<file path="src/rtl/arm_mc_pkg.sv">
// Shared encodings for the multicycle ARM control unit.
// States, datapath mux selects, instruction classes and DP opcodes.
package arm_mc_pkg;

  typedef enum logic [2:0] {
    ST_FETCH  = 3'd0,
    ST_DECODE = 3'd1,
    ST_EXEC   = 3'd2,
    ST_MEMRD  = 3'd3,
    ST_MEMWR  = 3'd4,
    ST_WB     = 3'd5,
    ST_IRQ    = 3'd6
  } state_e;

  localparam logic [1:0] ALU_ADD = 2'b00;
  localparam logic [1:0] ALU_SUB = 2'b01;
  localparam logic [1:0] ALU_AND = 2'b10;
  localparam logic [1:0] ALU_ORR = 2'b11;

  localparam logic [1:0] PC_SEL_PC4 = 2'b00;
  localparam logic [1:0] PC_SEL_ALU = 2'b01;
  localparam logic [1:0] PC_SEL_IRQ = 2'b10;

  localparam logic [1:0] IMM_DP  = 2'b00;
  localparam logic [1:0] IMM_MEM = 2'b01;
  localparam logic [1:0] IMM_BR  = 2'b10;

  localparam logic [1:0] CLS_DP  = 2'b00;
  localparam logic [1:0] CLS_LS  = 2'b01;
  localparam logic [1:0] CLS_BR  = 2'b10;
  localparam logic [1:0] CLS_UND = 2'b11;

  localparam logic [3:0] OP_AND = 4'b0000;
  localparam logic [3:0] OP_SUB = 4'b0010;
  localparam logic [3:0] OP_ADD = 4'b0100;
  localparam logic [3:0] OP_CMP = 4'b1010;
  localparam logic [3:0] OP_ORR = 4'b1100;

  function automatic logic [1:0] dp_alu(input logic [3:0] op);
    logic [1:0] r;
    r = ALU_ADD;
    case (op)
      OP_SUB:  r = ALU_SUB;
      OP_CMP:  r = ALU_SUB;
      OP_AND:  r = ALU_AND;
      OP_ORR:  r = ALU_ORR;
      default: r = ALU_ADD;
    endcase
    return r;
  endfunction

  // Only the four arithmetic/logic ops write a register result.
  function automatic logic dp_has_wb(input logic [3:0] op);
    return (op == OP_ADD) || (op == OP_SUB) ||
           (op == OP_AND) || (op == OP_ORR);
  endfunction

endpackage

</file>
<file path="src/rtl/arm_cond_check.sv">
// ARM condition-field evaluation against NZCV flags.
// Purely combinational; 1111 is treated as never.
module arm_cond_check (
  input  logic [3:0] cond,
  input  logic [3:0] flags,
  output logic       pass
);

  logic n, z, c, v;

  assign n = flags[3];
  assign z = flags[2];
  assign c = flags[1];
  assign v = flags[0];

  always_comb begin
    pass = 1'b0;
    case (cond)
      4'b0000: pass = z;
      4'b0001: pass = ~z;
      4'b0010: pass = c;
      4'b0011: pass = ~c;
      4'b0100: pass = n;
      4'b0101: pass = ~n;
      4'b0110: pass = v;
      4'b0111: pass = ~v;
      4'b1000: pass = c & ~z;
      4'b1001: pass = ~c | z;
      4'b1010: pass = (n == v);
      4'b1011: pass = (n != v);
      4'b1100: pass = ~z & (n == v);
      4'b1101: pass = z | (n != v);
      4'b1110: pass = 1'b1;
      default: pass = 1'b0;
    endcase
  end

endmodule

</file>
<file path="src/rtl/arm_mc_ctrl.sv">
// Multicycle ARM control FSM with level-sensitive IRQ entry.
// Outputs decode from state, instr and mem_ready only.
module arm_mc_ctrl
  import arm_mc_pkg::*;
(
  input  logic        clk,
  input  logic        reset,
  input  logic [31:0] instr,
  input  logic [3:0]  flags,
  input  logic        nIRQ,
  input  logic        mem_ready,
  output logic        ir_we,
  output logic        pc_we,
  output logic [1:0]  pc_sel,
  output logic        reg_we,
  output logic        flags_we,
  output logic        mem_read,
  output logic        mem_write,
  output logic        mem_to_reg,
  output logic        alu_src,
  output logic [1:0]  imm_src,
  output logic [1:0]  alu_ctrl,
  output logic [2:0]  state
);

  state_e state_q, state_d;
  state_e fetch_nxt;

  logic nirq_meta_q, nirq_sync_q;
  logic irq_mask_q, irq_mask_d;
  logic irq_pend;

  logic       cond_pass;
  logic       exec_ok;
  logic [1:0] cls;
  logic [3:0] opcode;
  logic       is_load;
  logic       unused_bits;

  assign cls         = instr[27:26];
  assign opcode      = instr[24:21];
  assign is_load     = instr[20];
  assign unused_bits = ^instr[19:0];

  arm_cond_check u_cond (
    .cond  (instr[31:28]),
    .flags (flags),
    .pass  (cond_pass)
  );

  assign exec_ok   = cond_pass && (cls != CLS_UND);
  assign irq_pend  = ~nirq_sync_q & ~irq_mask_q;
  assign fetch_nxt = irq_pend ? ST_IRQ : ST_FETCH;

  always_ff @(posedge clk or posedge reset) begin
    if (reset) begin
      nirq_meta_q <= 1'b1;
      nirq_sync_q <= 1'b1;
    end else begin
      nirq_meta_q <= nIRQ;
      nirq_sync_q <= nirq_meta_q;
    end
  end

  // Set on IRQ entry wins over the level re-arm.
  always_comb begin
    irq_mask_d = irq_mask_q;
    if (state_q == ST_IRQ) begin
      irq_mask_d = 1'b1;
    end else if (nirq_sync_q) begin
      irq_mask_d = 1'b0;
    end
  end

  always_ff @(posedge clk or posedge reset) begin
    if (reset) begin
      irq_mask_q <= 1'b0;
      state_q    <= ST_FETCH;
    end else begin
      irq_mask_q <= irq_mask_d;
      state_q    <= state_d;
    end
  end

  always_comb begin
    state_d    = state_q;
    ir_we      = 1'b0;
    pc_we      = 1'b0;
    pc_sel     = PC_SEL_PC4;
    reg_we     = 1'b0;
    flags_we   = 1'b0;
    mem_read   = 1'b0;
    mem_write  = 1'b0;
    mem_to_reg = 1'b0;
    alu_src    = 1'b0;
    imm_src    = IMM_DP;
    alu_ctrl   = ALU_ADD;
    if (!reset) begin
      unique case (state_q)
        ST_FETCH: begin
          mem_read = 1'b1;
          if (mem_ready) begin
            ir_we   = 1'b1;
            pc_we   = 1'b1;
            pc_sel  = PC_SEL_PC4;
            state_d = ST_DECODE;
          end
        end
        ST_DECODE: begin
          state_d = exec_ok ? ST_EXEC : fetch_nxt;
        end
        ST_EXEC: begin
          unique case (cls)
            CLS_DP: begin
              alu_src  = instr[25];
              imm_src  = IMM_DP;
              alu_ctrl = dp_alu(opcode);
              flags_we = instr[20] | (opcode == OP_CMP);
              state_d  = dp_has_wb(opcode) ? ST_WB : fetch_nxt;
            end
            CLS_LS: begin
              alu_src  = 1'b1;
              imm_src  = IMM_MEM;
              alu_ctrl = instr[23] ? ALU_ADD : ALU_SUB;
              state_d  = is_load ? ST_MEMRD : ST_MEMWR;
            end
            CLS_BR: begin
              alu_src  = 1'b1;
              imm_src  = IMM_BR;
              alu_ctrl = ALU_ADD;
              pc_we    = 1'b1;
              pc_sel   = PC_SEL_ALU;
              state_d  = fetch_nxt;
            end
            CLS_UND: begin
              state_d = fetch_nxt;
            end
          endcase
        end
        ST_MEMRD: begin
          mem_read = 1'b1;
          if (mem_ready) begin
            state_d = ST_WB;
          end
        end
        ST_MEMWR: begin
          mem_write = 1'b1;
          if (mem_ready) begin
            state_d = fetch_nxt;
          end
        end
        ST_WB: begin
          reg_we     = 1'b1;
          mem_to_reg = (cls == CLS_LS) && is_load;
          state_d    = fetch_nxt;
        end
        ST_IRQ: begin
          pc_we   = 1'b1;
          pc_sel  = PC_SEL_IRQ;
          state_d = ST_FETCH;
        end
        default: begin
          state_d = ST_FETCH;
        end
      endcase
    end
  end

  assign state = state_q;

endmodule

</file>
<file path="config.mk">
export PLATFORM = sky130hd
export DESIGN_NAME = arm_mc_ctrl
export DESIGN_NICKNAME = d
export VERILOG_FILES = /design/src/rtl/arm_mc_pkg.sv /design/src/rtl/arm_cond_check.sv /design/src/rtl/arm_mc_ctrl.sv
export SDC_FILE = /design/constraint.sdc
export NUM_CORES = 1
export LEC_CHECK = 0
export CAP_MARGIN = 20
export CORE_UTILIZATION = 30
export CTS_CLUSTER_DIAMETER = 60
export DETAILED_ROUTE_END_ITERATION = 10
export GPL_TIMING_DRIVEN = 1
export HOLD_SLACK_MARGIN = 0.12
export PLACE_DENSITY = 0.72
export SLEW_MARGIN = 40
export SYNTH_ARGS = -nofsm -noshare
export SYNTH_HDL_FRONTEND = slang
export SYNTH_SLANG_ARGS = --single-unit
</file>
<file path="constraint.sdc">
create_clock -name clk -period 1.65 [get_ports clk]
set_clock_uncertainty 0.15 [all_clocks]
set_input_delay 0.2475 -clock clk [delete_from_list [all_inputs] [get_ports clk]]
set_output_delay 0.2475 -clock clk [all_outputs]
set_load 0.02 [all_outputs]
</file>
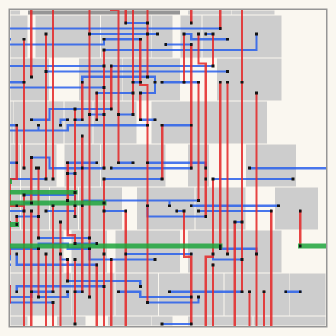
(images/detail.png)
Region (32, 32) to (52, 52) µm. Cells in grey, sequential cells in the stronger grey; small squares are vias.
[metal 2] red
[metal 3] green
[metal 1] blue
most frequent: buf_4 (7), buf_6 (5), dlygate4sd2_1 (3)
cells with their middle in the window: 34
sequential cells in the window: 0

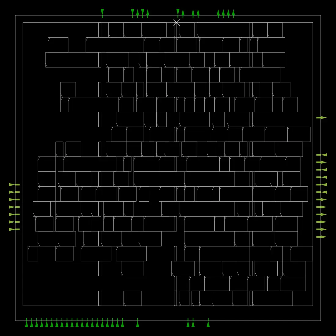
(images/placement.png)
final core utilization: 65.4%
Flops: 6
Core ar.: 2730 µm²
num rows: 19

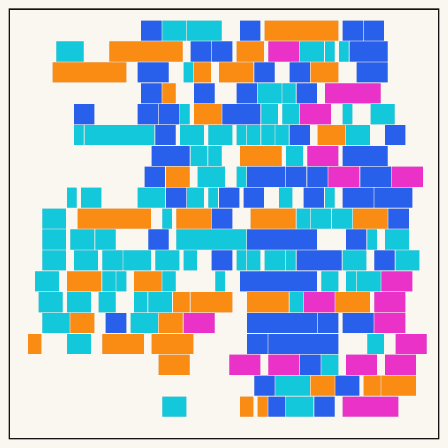
(images/sizes.png)
[_6 and larger] magenta | cells: 17
[_3 and _4 cells] blue | cells: 55
[_2 cells] orange | cells: 33
[_0 and _1 cells] cyan | cells: 80

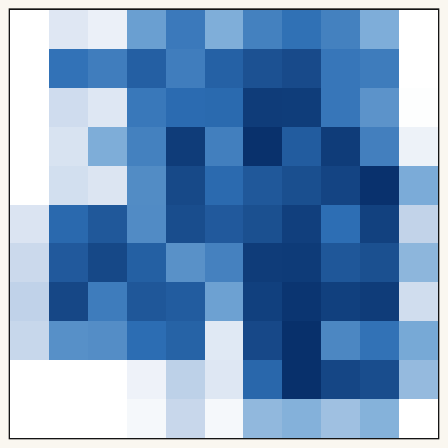
(images/cell_density.png)
The die is cut into 11 by 11 equal tiles; white is low, dark blue is high, 0 to 100% covered.
fullest tile: 100%
tiles over 75% full: 40%
nearly empty tiles: 12%
mean over tiles: 56%

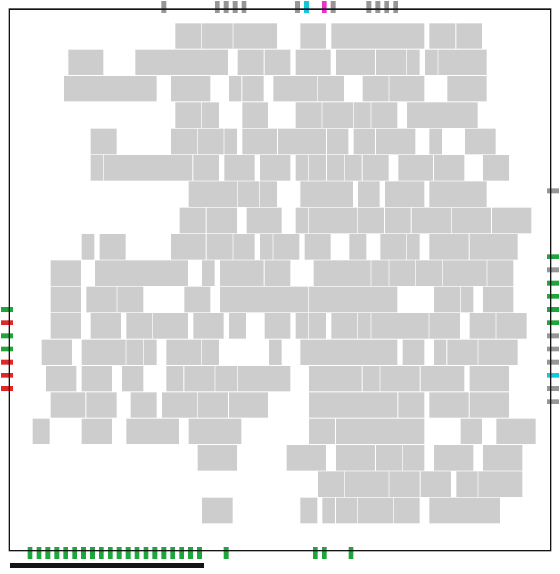
(images/io_placement.png)
The bar under the picture is 20 µm long. Pins as bars across the die edge, other pins in grey.
[pc_we] magenta | pins: 1 | direction: output | edge: top
[instr] green | pins: 32 | direction: input | edge: 24 bottom, 5 right, 3 left
[pc_sel] cyan | pins: 2 | direction: output | edge: 1 right, 1 top
[flags] red | pins: 4 | direction: input | edge: left
all pins by edge: 24 bottom, 13 right, 13 top, 7 left
IO buf count: 36
width of the chip: 55.7 µm
die y size: 55.7 µm

-- stage by stage --
step | cell area, µm² | hold WS (ps) | worst slack [ps]
after floorplan | 976 | -90.8 | -136
after global placement | 1550 | 197 | -838
after detailed placement | 1550 | 197 | -911
after CTS | 1670 | 199 | -269
after global routing | 1790 | 207 | -250
final | 1790 | 194 | -195
-- state kept, by name, indices dropped and copies added (netlist names) --
name / count
nirq_sync_q: 1
irq_mask_q: 1
nirq_meta_q: 1
state: 3
-- cell usage in the layout, fill, tap and decap left out, types with 4 or more instances in the layout --
cell	n
nor2_1	6
nor3_2	5
a21oi_1	4
nand2_1	6
inv_1	5
buf_4	34
buf_6	15
dlygate4sd2_1	14
-- metal layers --
metal	up-vias	routed length, µm
met1	563	1260
met3	4	136
li1	566	-
met4	0	24
met2	38	1810
met5	-	0
==> run notes <==
impl run done, here's what came out: post-placement cell count 205, reg2reg setup slack -50 ps, post-layout power 1.60 mW, #FFs+latches synth 6, Multi-In Gates 96, synthesized instance count 118, Simple Share, Synth 30.6%, yosys adder share 7.23%, failing checks design-rule violations, negative setup slack, post-route ant nets 0, die area 3100 µm², Clock Power 0.154 mW, area-dominant cell class after layout multi-input combinational cells, vias in the first global route 1131, DP HPWL 2.32 mm, Clock power frac 9.6%, number of enable flip-flop cells 0, Vias/cell 5.42, yosys stat cell total 118, top cell family by delay on the critical path simple AND/OR/NAND/NOR gates, Max Cap Viol 0, YS warnings 0, CTS tree built, TAP cells 31, H-tree depth 1, Synth-to-Final Area Change 106%, TritonCTS Buffers 3, tool warnings 53, first-iteration detailed-routing DRC count 46, DRC errors left 1, Worst setup SP type flip-flop, total track usage 20.6%, Post-synth ARST share 100%, Sw Share 45.1%, global routing's busiest layer met2, initial core utilization 31.7%, placer congestion estimate 0.859, internal power 0.878 mW, Max VDD drop 0.791 mV, Comb power 1.20 mW, WP buf/inv 1, Reg-to-Reg End state[2]$_DFFE_PP0P_, critical path required time 1250 ps, inverter count 7, Hold EP nirq_sync_q$_DFF_PP1_, HP Class reg2reg, I/O pin count 57, Clock Sinks 6, clk ins delay skew pair 250 ps, hold path start nirq_meta_q$_DFF_PP1_, dominant register cell dfrtp_1, setup ws final -195 ps, Final Max Slew Viols 0, comb area leader simple AND/OR/NAND/NOR gates, layout cells sized above 1 56.8%, cell area after synthesis 866 µm², Setup-failing EPs final 14, status finished, violations left, FF+latch area 155 µm², Lkg Pwr 0.792 nW, Worst path depth 4
Power and IR drop assume default switching activity.
